--- config.mk ---
export PLATFORM = sky130hd
export DESIGN_NAME = fifo
export DESIGN_NICKNAME = d
export VERILOG_FILES = /design/src/rtl/fifo_pkg.sv /design/src/rtl/fifo_mem.sv /design/src/rtl/fifo.sv
export SDC_FILE = /design/constraint.sdc
export NUM_CORES = 1
export LEC_CHECK = 0
export CAP_MARGIN = 20
export CORE_UTILIZATION = 30
export CTS_BUF_LIST = sky130_fd_sc_hd__clkbuf_2 sky130_fd_sc_hd__clkbuf_4 sky130_fd_sc_hd__clkbuf_8
export CTS_CLUSTER_DIAMETER = 150
export DETAILED_ROUTE_END_ITERATION = 10
export PLACE_DENSITY = 0.49
export SLEW_MARGIN = 30
export SYNTH_ARGS = -nofsm -noshare
export SYNTH_HDL_FRONTEND = slang
export SYNTH_SLANG_ARGS = --single-unit
--- constraint.sdc ---
create_clock -name clk -period 3.5 [get_ports clk]
set_clock_uncertainty 0.1 [all_clocks]
set_input_delay 0.35 -clock clk [delete_from_list [all_inputs] [get_ports clk]]
set_output_delay 0.35 -clock clk [all_outputs]
set_load 0.01 [all_outputs]
--- src/rtl/fifo_pkg.sv ---
// Shared constants for the synchronous FIFO: default geometry and the
// pointer/count widths derived from it.
package fifo_pkg;

  localparam int unsigned FIFO_WIDTH = 8;
  localparam int unsigned FIFO_DEPTH = 16;
  localparam int unsigned FIFO_PTR_W = $clog2(FIFO_DEPTH);
  localparam int unsigned FIFO_CNT_W = FIFO_PTR_W + 1;

endpackage

--- src/rtl/fifo_mem.sv ---
// DEPTH x WIDTH register array with one synchronous write port and one
// asynchronous read port addressed by the FIFO read pointer.
module fifo_mem #(
  parameter int unsigned WIDTH = fifo_pkg::FIFO_WIDTH,
  parameter int unsigned DEPTH = fifo_pkg::FIFO_DEPTH
) (
  input  logic                     clk_i,
  input  logic                     we_i,
  input  logic [$clog2(DEPTH)-1:0] waddr_i,
  input  logic [WIDTH-1:0]         wdata_i,
  input  logic [$clog2(DEPTH)-1:0] raddr_i,
  output logic [WIDTH-1:0]         rdata_o
);

  logic [WIDTH-1:0] mem_q [DEPTH];

  always_ff @(posedge clk_i) begin
    if (we_i) begin
      mem_q[waddr_i] <= wdata_i;
    end
  end

  assign rdata_o = mem_q[raddr_i];

endmodule

--- src/rtl/fifo.sv ---
// Synchronous single-clock FIFO: pointers, occupancy count, flags and the
// registered read-data output; storage lives in fifo_mem.
module fifo
  import fifo_pkg::*;
#(
  parameter int unsigned WIDTH = FIFO_WIDTH,
  parameter int unsigned DEPTH = FIFO_DEPTH
) (
  input  logic [WIDTH-1:0]         ip,
  input  logic                     wr,
  input  logic                     rd,
  input  logic                     clk,
  input  logic                     rst,
  output logic [WIDTH-1:0]         op,
  output logic                     empty,
  output logic                     full,
  output logic [$clog2(DEPTH):0]   cnt
);

  localparam int unsigned PTR_W = $clog2(DEPTH);
  localparam int unsigned CNT_W = PTR_W + 1;

  logic [PTR_W-1:0] wptr_q, wptr_d;
  logic [PTR_W-1:0] rptr_q, rptr_d;
  logic [CNT_W-1:0] cnt_q, cnt_d;
  logic [WIDTH-1:0] op_q, op_d;
  logic [WIDTH-1:0] rdata;
  logic             wr_acc;
  logic             rd_acc;

  assign empty = (cnt_q == '0);
  assign full  = (cnt_q == CNT_W'(DEPTH));

  // Written as if-statements so an unknown wr/rd resolves to "not accepted".
  always_comb begin
    wr_acc = 1'b0;
    rd_acc = 1'b0;
    if (wr && !full) begin
      wr_acc = 1'b1;
    end
    if (rd && !empty) begin
      rd_acc = 1'b1;
    end
  end

  always_comb begin
    wptr_d = wptr_q;
    rptr_d = rptr_q;
    cnt_d  = cnt_q;
    op_d   = op_q;
    if (wr_acc) begin
      wptr_d = wptr_q + PTR_W'(1);
    end
    if (rd_acc) begin
      rptr_d = rptr_q + PTR_W'(1);
      op_d   = rdata;
    end
    case ({wr_acc, rd_acc})
      2'b10:   cnt_d = cnt_q + CNT_W'(1);
      2'b01:   cnt_d = cnt_q - CNT_W'(1);
      default: cnt_d = cnt_q;
    endcase
  end

  always_ff @(posedge clk) begin
    if (!rst) begin
      wptr_q <= '0;
      rptr_q <= '0;
      cnt_q  <= '0;
      op_q   <= '0;
    end else begin
      wptr_q <= wptr_d;
      rptr_q <= rptr_d;
      cnt_q  <= cnt_d;
      op_q   <= op_d;
    end
  end

  fifo_mem #(
    .WIDTH (WIDTH),
    .DEPTH (DEPTH)
  ) u_mem (
    .clk_i   (clk),
    .we_i    (wr_acc && rst),
    .waddr_i (wptr_q),
    .wdata_i (ip),
    .raddr_i (rptr_q),
    .rdata_o (rdata)
  );

  assign op  = op_q;
  assign cnt = cnt_q;

endmodule

Figure 1. Routed metal per tile (run 1).
The die is cut into 29 by 29 equal tiles; white is low, dark blue is high, scaled to the fullest tile. Values are wire area over tile area, all layers added.
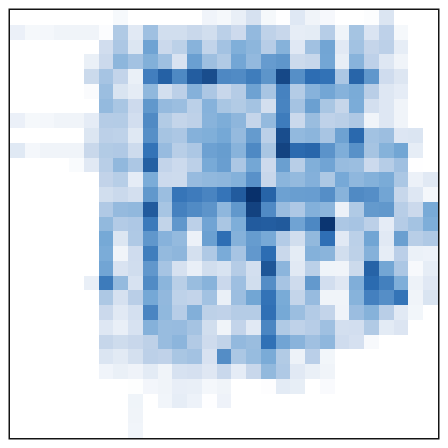
33% of the tiles are nearly empty. The mean over all tiles is 0.096. 14% of the tiles are over half the peak. The densest ninth of the die: centre. The fullest tile reaches 0.41.
Total GRT Usage: 13.79%
drt total wl: 12710 um
Avg WL per Cell: 18.70 um
vias: 3152

Figure 2. A small window of the routed layout (run 1).
Bar = 5 um. Window x 61 to 81, y 90 to 110 um. Cells in grey, sequential cells in the stronger grey; small squares are vias.
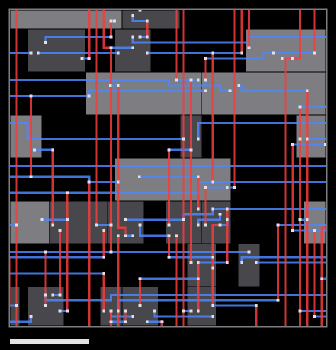
Key: red = met2; blue = met1
Most frequent: o21ai_1 (3), a31oi_1 (3). Sequential cells in the window: 3. 16 logic cells have their middle in the window. Netlist names of flops here include op (2), u_mem.mem_q (1).

Figure 3. Pin map (run 1).
Bar = 50 um. Pins as bars across the die edge, other pins in grey.
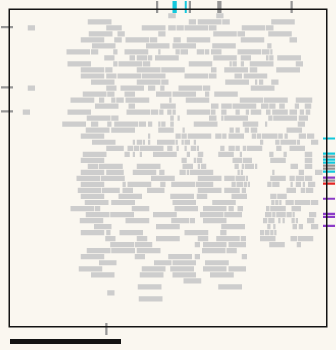
Key: cyan = op [pins 8, direction output, edge 5 right, 3 top]; purple = cnt [pins 5, direction output, edge right]; red = wr [pins 1, direction input, edge right]
All pins by edge: 15 right, 8 top, 3 left, 1 bottom.

==> out/metrics.cfg, run 1 <==
[critical_path]
cp_top_family = simple AND/OR/NAND/NOR gates
startpoint_type = flop
crit_arrival_ps = 3150
slowest_delay_ps = 480
cp_num_cells = 12
crit_path_max_fanout = 9
required_ps = 3750
timing.rr.start = cnt[0]
crit_end = cnt[4]
rr_worst_depth = 12
crit_path_start = cnt[0]
worstSetupEndpointType = flop
critPathKind = flop to flop
slowest_stage = nor4_1
worstPathCellList = nor4_1 > a21boi_2 > buf_4 > inv_1 > ha_1 > inv_1 > fa_1 > nor2b_1 > o21ai_0 > nand3_1 > or3b_1 > mux2i_1

[cells_and_area]
ff_count = 149
areaGrowthSynthToFinish_pct = 17.43
nNonClkBuffers = 41
multi_input_comb_cells = 186
multiInputGateArea_um2 = 1563
fillers = 1859
largestClassByArea = flip-flops and latches
lay_top_count = edfxtp_1
buf_share_pct = 5.528
antenna_cells = 0
fin_nets = 424
most-common-layout-cells = edfxtp_1, mux2i_1, nor2_1, clkdlybuf4s50_1, dfxtp_1
inv_count = 7
largest_reg_flops = 128
final-instance-count-excl-fill = 680
sh_comb_area_pct = 22.42
top_register = u_mem.mem_q

[pwr]
ir_worst_vdd_v = 0.0002173
p_clk_mw = 1.33
powerDensity_nw_per_um2 = 640.5
internal_power_mw = 3.233
pg_comb_mw = 1.02
p_switching_mw = 1.232
swShare_pct = 27.59
p_leak_nw = 2.173
p_comb_share_pct = 22.8
seq_cell_power_mw = 2.12
power_frac_seq_pct = 47.5
p_clk_share_pct = 29.7
maxPowerGroup = sequential cells

[synth]
synth_top_cell_by_count = edfxtp_1
top_area_cell = edfxtp_1
syn-instance-count = 360
ys_sh_mux_pct = 11.80
edf_count = 128
yosys_area_um2 = 5937
synth_top_area_share_pct = 64.74
async_flop_share_pct = 0
syn_area_um2 = 5937
common_cells = edfxtp_1, mux2i_1, nor2_1
ys_types = 37
simple_gate_area_share_pct = 5.711
synth_area_per_cell_um2 = 16.49
ys_top_cells_by_area = edfxtp_1, dfxtp_1, mux4_2
ys_dominant_reg_cell = edfxtp_1
ys_seq_share_pct = 71.82
ys_cells = 360
yosys.area_share.xor_xnor_pct = 1.328

[floorplan]
design.die.area_um2 = 20360
die.size.y_um = 142.7
pin_count = 27
dieWidth_um = 142.7

[cts]
postCtsSetupBuffers = 0
cts.reportedPaths.clkPinSlew_ps = 80
clock-root-buffer = clkbuf_8
clk_latency_ps = 450
clock_sinks = 149
htree_levels = 4
numCtsBuffers = 17
ctsHoldBuffers = 0
cts_tree = yes

[route]
wl_met1_um = 6190
drcViolationCount = 0
first_pass_iters = 5
wl_met2_um = 5893
avgViaCountPerCell = 4.635
ant_nets = 0
top_layer_used = met4
drt_iter0_markers = 281

[min_path]
min_delay_worst_endpoint = op[7]
min_from = op[7]
worstHoldPathCells = 2

[final_timing]
max_freq_mhz = 344.4
worstMarginPinSlew_ps = 963.7
slew_viol_final = 0
min_period_over_period_pct = 82.97
whs_ps = 426.6
fin_crit_ps = 2904
hold_viol = 0

[grt]
grtUsageMet1_pct = 18.38
grtUsageMet2_pct = 21.54
grt_start_max_net_pins = 28
grt_pass1_wl_um = 19580
grt_pass1_vias = 3211
antenna_found_initial = 0

[placed_design]
dpl.cell_count = 648
place_area_um2 = 6571
hpwl_um = 8068
pre_cts_ws_ps = 570.8

[flow_run]
maxCapViolCount = 0

[outcome]
status = complete, no violations

Figure 4. Gate families picked out (run 1).
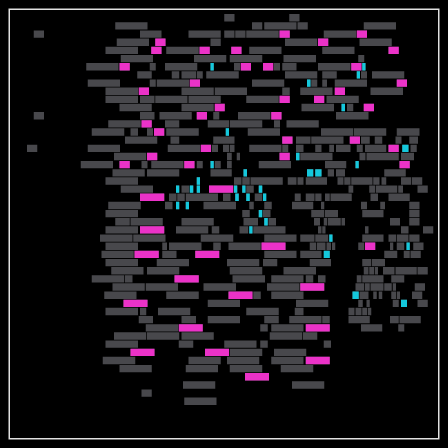

--- run 2 (diff from run 1) ---
==> constraint.sdc (replaced) <==
create_clock -name clk -period 3 [get_ports clk]
set_clock_uncertainty 0.1 [all_clocks]
set_input_delay 0.3 -clock clk [delete_from_list [all_inputs] [get_ports clk]]
set_output_delay 0.3 -clock clk [all_outputs]
set_load 0.01 [all_outputs]
Figure 5. Gate families picked out (run 2).
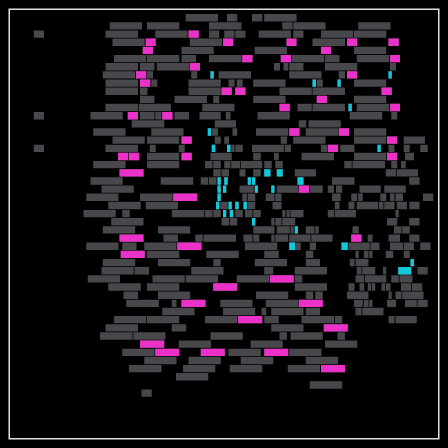
Key: magenta = multiplexers [cells 50]; cyan = NOR gates [cells 33]
most numerous logic cell after layout: edfxtp_1
non-filler cells, final: 687
multi-input combinational area share: 22.22%

Figure 6. A small window of the routed layout (run 2).
Bar = 5 um. Window x 61 to 81, y 90 to 110 um. Cells in grey, sequential cells in the stronger grey; small squares are vias.
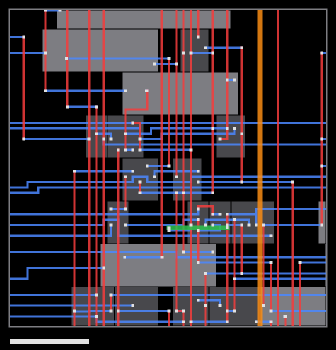
Key: red = met2; blue = met1; orange = met4; green = met3
Netlist names of flops here include op (3), rptr_q (1). 18 logic cells have their middle in the window. Most frequent: dfxtp_1 (4), nor2_1 (3), o21ai_1 (3). Sequential cells in the window: 4.

==> run 2 against run 1 <==
Effect of this change: via count increased by 0.92%; critical path depth decreased by 3; largest power group unchanged; synthesized area unchanged; largest cell class unchanged; critical path type unchanged; setup slack got worse by 410 ps; first-iteration DRC count is 17% higher; combinational power up about 20%; core utilization grew 0.46 points.
==> out/metrics.cfg, run 2 <==
[outcome]
status = complete, no violations

[critical_path]
timing.rr.start = cnt[0]
required_ps = 3230  ; -520 ps
crit_arrival_ps = 3050  ; -100 ps
slowest_delay_ps = 560  ; +80 ps
cp_top_family = simple AND/OR/NAND/NOR gates
rr_worst_depth = 9  ; -3
critPathKind = flop to flop
cp_num_cells = 9  ; -3
worstPathCellList = or4_4 > o21a_1 > ha_1 > ha_1 > nor2b_1 > o21ai_1 > a21oi_1 > or3b_1 > mux2i_1
crit_path_max_fanout = 6  ; -3
worstSetupEndpointType = flop
startpoint_type = flop
slowest_stage = or4_4

[cts]
numCtsBuffers = 17  ; unchanged
clock-root-buffer = clkbuf_8
ctsHoldBuffers = 0  ; unchanged
htree_levels = 4  ; unchanged
clk_latency_ps = 440  ; about the same
cts.reportedPaths.clkPinSlew_ps = 80  ; about the same
cts_tree = yes
postCtsSetupBuffers = 0  ; unchanged

[route]
drt_iter0_markers = 328  ; +17%
ant_nets = 0  ; unchanged
wl_met1_um = 6060  ; -2.1%
top_layer_used = met4
wl_um = 12640  ; -0.62%
wl_met2_um = 5971  ; +1.3%
avgViaCountPerCell = 4.630  ; -0.11%
drcViolationCount = 0  ; unchanged
first_pass_iters = 4  ; -1
wl_per_cell_um = 18.39  ; -1.6%

[cells_and_area]
antenna_cells = 0  ; unchanged
fin_nets = 431  ; +1.7%
multi_input_comb_cells = 186  ; unchanged
top_register = u_mem.mem_q
most-common-layout-cells = edfxtp_1, mux2i_1, nor2_1, clkdlybuf4s50_1, buf_4
multiInputGateArea_um2 = 1569  ; +0.40%
largestClassByArea = flip-flops and latches
inv_count = 7  ; unchanged
nNonClkBuffers = 48  ; +17%
ff_count = 149  ; unchanged
areaGrowthSynthToFinish_pct = 18.93
largest_reg_flops = 128  ; unchanged
fillers = 1853  ; -0.32%
buf_share_pct = 6.025  ; +0.50 points

[pwr]
p_clk_mw = 1.69  ; +27%
internal_power_mw = 3.934  ; +22%
p_clk_share_pct = 31.6  ; +1.9 points
maxPowerGroup = sequential cells
seq_cell_power_mw = 2.47  ; +17%
p_comb_share_pct = 22.3  ; -0.5 points
p_leak_nw = 2.229  ; +2.6%
pg_comb_mw = 1.19  ; +20%
ir_worst_vdd_v = 0.0002439  ; +12%
power_frac_seq_pct = 46.1  ; -1.4 points
powerDensity_nw_per_um2 = 759.1  ; +19%
p_switching_mw = 1.426  ; +16%

[synth]
ys_seq_share_pct = 71.82  ; unchanged
async_flop_share_pct = 0  ; unchanged
ys_dominant_reg_cell = edfxtp_1
edf_count = 128  ; unchanged
common_cells = edfxtp_1, mux2i_1, nor2_1
simple_gate_area_share_pct = 5.711  ; unchanged
yosys_area_um2 = 5937  ; unchanged
ys_cells = 360  ; unchanged
syn-instance-count = 360  ; unchanged
synth_top_cell_by_count = edfxtp_1
ys_sh_mux_pct = 11.80  ; unchanged
yosys.area_share.xor_xnor_pct = 1.328  ; unchanged
top_area_cell = edfxtp_1
ys_types = 37  ; unchanged
ys_top_cells_by_area = edfxtp_1, dfxtp_1, mux4_2
syn_area_um2 = 5937  ; unchanged
synth_top_area_share_pct = 64.74  ; unchanged

[final_timing]
slew_viol_final = 0  ; unchanged
max_freq_mhz = 355.0  ; +3.1%
hold_viol = 0  ; unchanged
setup_viol = 0
whs_ps = 424.7  ; -1.913 ps
min_period_over_period_pct = 93.91  ; +11 points
worstMarginPinSlew_ps = 852.2  ; -111.6 ps
fin_crit_ps = 2817  ; -86.57 ps

[min_path]
min_from = op[6]
min_delay_worst_endpoint = op[6]
worstHoldPathCells = 2  ; unchanged

[flow_run]
maxCapViolCount = 0  ; unchanged

[floorplan]
dieWidth_um = 142.7  ; unchanged
design.die.area_um2 = 20360  ; unchanged
pin_count = 27  ; unchanged
die.size.y_um = 142.7  ; unchanged

[placed_design]
hpwl_um = 8146  ; +0.96%
place_area_um2 = 6611  ; +0.61%
dpl.cell_count = 655  ; +1.1%
pre_cts_ws_ps = 137.2  ; -433.7 ps

[grt]
grt_pass1_vias = 3185  ; -0.81%
grt_usage_pct = 13.42  ; -0.37 points
grt_pass1_wl_um = 19110  ; -2.4%
grt_start_max_net_pins = 26  ; -7.1%
grtUsageMet1_pct = 17.93  ; -0.45 points
grtUsageMet2_pct = 21.26  ; -0.28 points
antenna_found_initial = 0  ; unchanged

Figure 7. Pin map (run 2).
Bar = 50 um. Pins as bars across the die edge, other pins in grey.
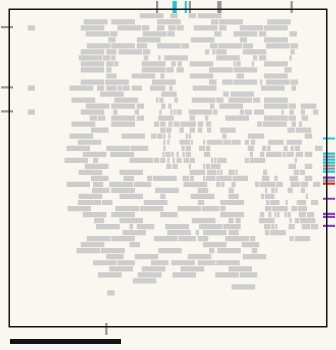
Key: red = wr [pins 1, direction input, edge right]; purple = cnt [pins 5, direction output, edge right]; cyan = op [pins 8, direction output, edge 5 right, 3 top]
All pins by edge: 15 right, 8 top, 3 left, 1 bottom.

--- run 3 (diff from run 2) ---
--- a/config.mk
+++ b/config.mk
@@ -5,6 +5,7 @@
 export SDC_FILE = /design/constraint.sdc
 export NUM_CORES = 1
 export LEC_CHECK = 0
+export ABC_CLOCK_PERIOD_IN_PS = 3000
 export CAP_MARGIN = 20
 export CORE_UTILIZATION = 30
 export CTS_BUF_LIST = sky130_fd_sc_hd__clkbuf_2 sky130_fd_sc_hd__clkbuf_4 sky130_fd_sc_hd__clkbuf_8
Figure 8. Pin map (run 3).
Bar = 50 um. Pins as bars across the die edge, other pins in grey.
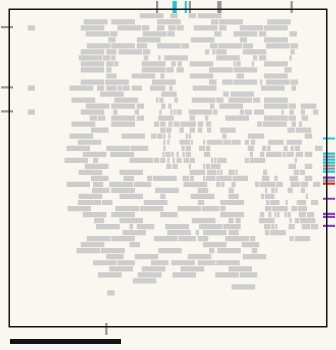
Key: red = wr [pins 1, direction input, edge right]; purple = cnt [pins 5, direction output, edge right]; cyan = op [pins 8, direction output, edge 5 right, 3 top]

Figure 9. Routed metal per tile (run 3).
The die is cut into 29 by 29 equal tiles; white is low, dark blue is high, scaled to the fullest tile. Values are wire area over tile area, all layers added.
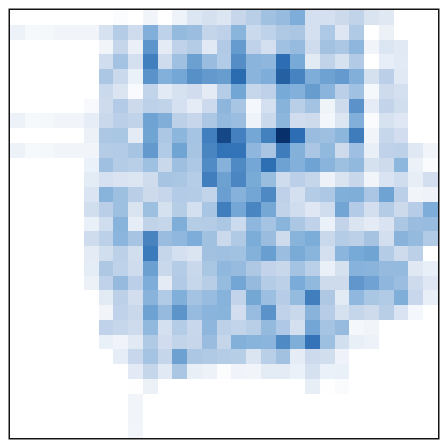
The fullest tile reaches 0.46. 33% of the tiles are nearly empty. The emptiest ninth of the die: lower left. The mean over all tiles is 0.095.
Total GRT Usage: 13.42%
Avg WL per Cell: 18.39 um
vias: 3181
drt total wl: 12640 um

Figure 10. Gate families picked out (run 3).
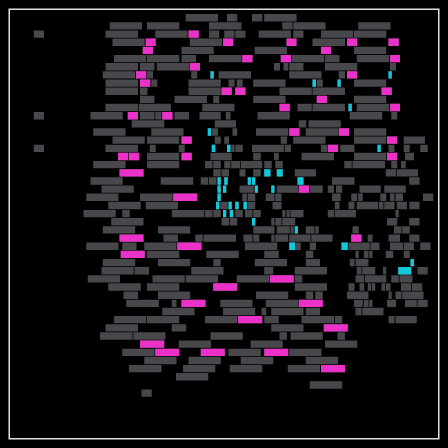
Key: magenta = multiplexers [cells 50]; cyan = NOR gates [cells 33]

==> run 3 against run 2 <==
Effect of this change: combinational power about the same; largest cell class unchanged; global-route usage did not move; largest power group unchanged; design area unchanged; first-iteration DRC count unchanged; die size unchanged.
==> out/metrics.cfg, run 3 <==
[cells_and_area]
fillers = 1853  ; unchanged
nNonClkBuffers = 48  ; unchanged
largestClassByArea = flip-flops and latches
lay_top_count = edfxtp_1
multiInputGateArea_um2 = 1569  ; unchanged
top_register = u_mem.mem_q
fin_nets = 431  ; unchanged
buf_share_pct = 6.025  ; unchanged
inv_count = 7  ; unchanged
utilization_pct = 36.40
antenna_cells = 0  ; unchanged
largest_reg_flops = 128  ; unchanged
most-common-layout-cells = edfxtp_1, mux2i_1, nor2_1, clkdlybuf4s50_1, buf_4
final-instance-count-excl-fill = 687  ; unchanged
sh_comb_area_pct = 22.22  ; unchanged
ff_count = 149  ; unchanged
multi_input_comb_cells = 186  ; unchanged
areaGrowthSynthToFinish_pct = 18.93  ; unchanged

[cts]
htree_levels = 4  ; unchanged
cts_tree = yes
clock-root-buffer = clkbuf_8
cts.reportedPaths.clkPinSlew_ps = 80  ; about the same
ctsHoldBuffers = 0  ; unchanged
clk_latency_ps = 440  ; about the same
postCtsSetupBuffers = 0  ; unchanged
numCtsBuffers = 17  ; unchanged

[pwr]
power_frac_seq_pct = 46.1  ; about the same
powerDensity_nw_per_um2 = 759.1  ; unchanged
p_leak_nw = 2.229  ; unchanged
p_clk_mw = 1.69  ; about the same
pg_comb_mw = 1.19  ; about the same
p_switching_mw = 1.426  ; unchanged
internal_power_mw = 3.934  ; unchanged
swShare_pct = 26.60
ir_worst_vdd_v = 0.0002439  ; unchanged
maxPowerGroup = sequential cells
seq_cell_power_mw = 2.47  ; about the same
p_comb_share_pct = 22.3  ; about the same
p_clk_share_pct = 31.6  ; about the same

[placed_design]
pre_cts_ws_ps = 137.2  ; unchanged
place_area_um2 = 6611  ; unchanged
hpwl_um = 8146  ; unchanged
dpl.cell_count = 655  ; unchanged

[synth]
simple_gate_area_share_pct = 5.711  ; unchanged
synth_top_cell_by_count = edfxtp_1
ys_seq_share_pct = 71.82  ; unchanged
ys_cells = 360  ; unchanged
syn_area_um2 = 5937  ; unchanged
syn-instance-count = 360  ; unchanged
edf_count = 128  ; unchanged
logic_family = multiplexers
yosys_area_um2 = 5937  ; unchanged
async_flop_share_pct = 0  ; unchanged
ys_sh_mux_pct = 11.80  ; unchanged
top_area_cell = edfxtp_1
synth_top_area_share_pct = 64.74  ; unchanged
yosys.area_share.xor_xnor_pct = 1.328  ; unchanged
ys_top_cells_by_area = edfxtp_1, dfxtp_1, mux4_2
ys_types = 37  ; unchanged
ys_dominant_reg_cell = edfxtp_1
common_cells = edfxtp_1, mux2i_1, nor2_1
synth-compound-area-share_pct = 5.248

[final_timing]
worstMarginPinSlew_ps = 852.2  ; unchanged
min_period_over_period_pct = 93.91  ; unchanged
whs_ps = 424.7  ; unchanged
worst_slack_ps = 182.8
setup_viol = 0  ; unchanged
slew_viol_final = 0  ; unchanged
fin_crit_ps = 2817  ; unchanged
hold_viol = 0  ; unchanged
max_freq_mhz = 355.0  ; unchanged

[min_path]
worstHoldPathCells = 2  ; unchanged
min_from = op[6]
min_delay_worst_endpoint = op[6]

[critical_path]
cp_num_cells = 9  ; unchanged
timing.rr.start = cnt[0]
rr_worst_depth = 9  ; unchanged
worstSetupEndpointType = flop
crit_path_max_fanout = 6  ; unchanged
startpoint_type = flop
crit_arrival_ps = 3050  ; about the same
slowest_stage = or4_4
required_ps = 3230  ; about the same
worstPathCellList = or4_4 > o21a_1 > ha_1 > ha_1 > nor2b_1 > o21ai_1 > a21oi_1 > or3b_1 > mux2i_1
cpMostUsedCell = ha_1
cp_top_family = simple AND/OR/NAND/NOR gates
critPathKind = flop to flop
slowest_delay_ps = 560  ; about the same

[floorplan]
pin_count = 27  ; unchanged
taps = 265
dieWidth_um = 142.7  ; unchanged
die.size.y_um = 142.7  ; unchanged
design.die.area_um2 = 20360  ; unchanged

[route]
wl_met2_um = 5971  ; unchanged
first_pass_iters = 4  ; unchanged
drcViolationCount = 0  ; unchanged
top_layer_used = met4
avgViaCountPerCell = 4.630  ; unchanged
wl_met1_um = 6060  ; unchanged
wl_met3_um = 476
ant_nets = 0  ; unchanged
drt_iter0_markers = 328  ; unchanged

[grt]
overflow = 0
use_met3_pct = 3.353
grt_start_max_net_pins = 26  ; unchanged
antenna_found_initial = 0  ; unchanged
grtUsageMet1_pct = 17.93  ; unchanged
grtUsageMet2_pct = 21.26  ; unchanged
grt_pass1_wl_um = 19110  ; unchanged
grt_pass1_vias = 3185  ; unchanged

[flow_run]
maxCapViolCount = 0  ; unchanged

[outcome]
status = complete, no violations

Power figures rest on the tool's default switching activity, not on a simulated workload.
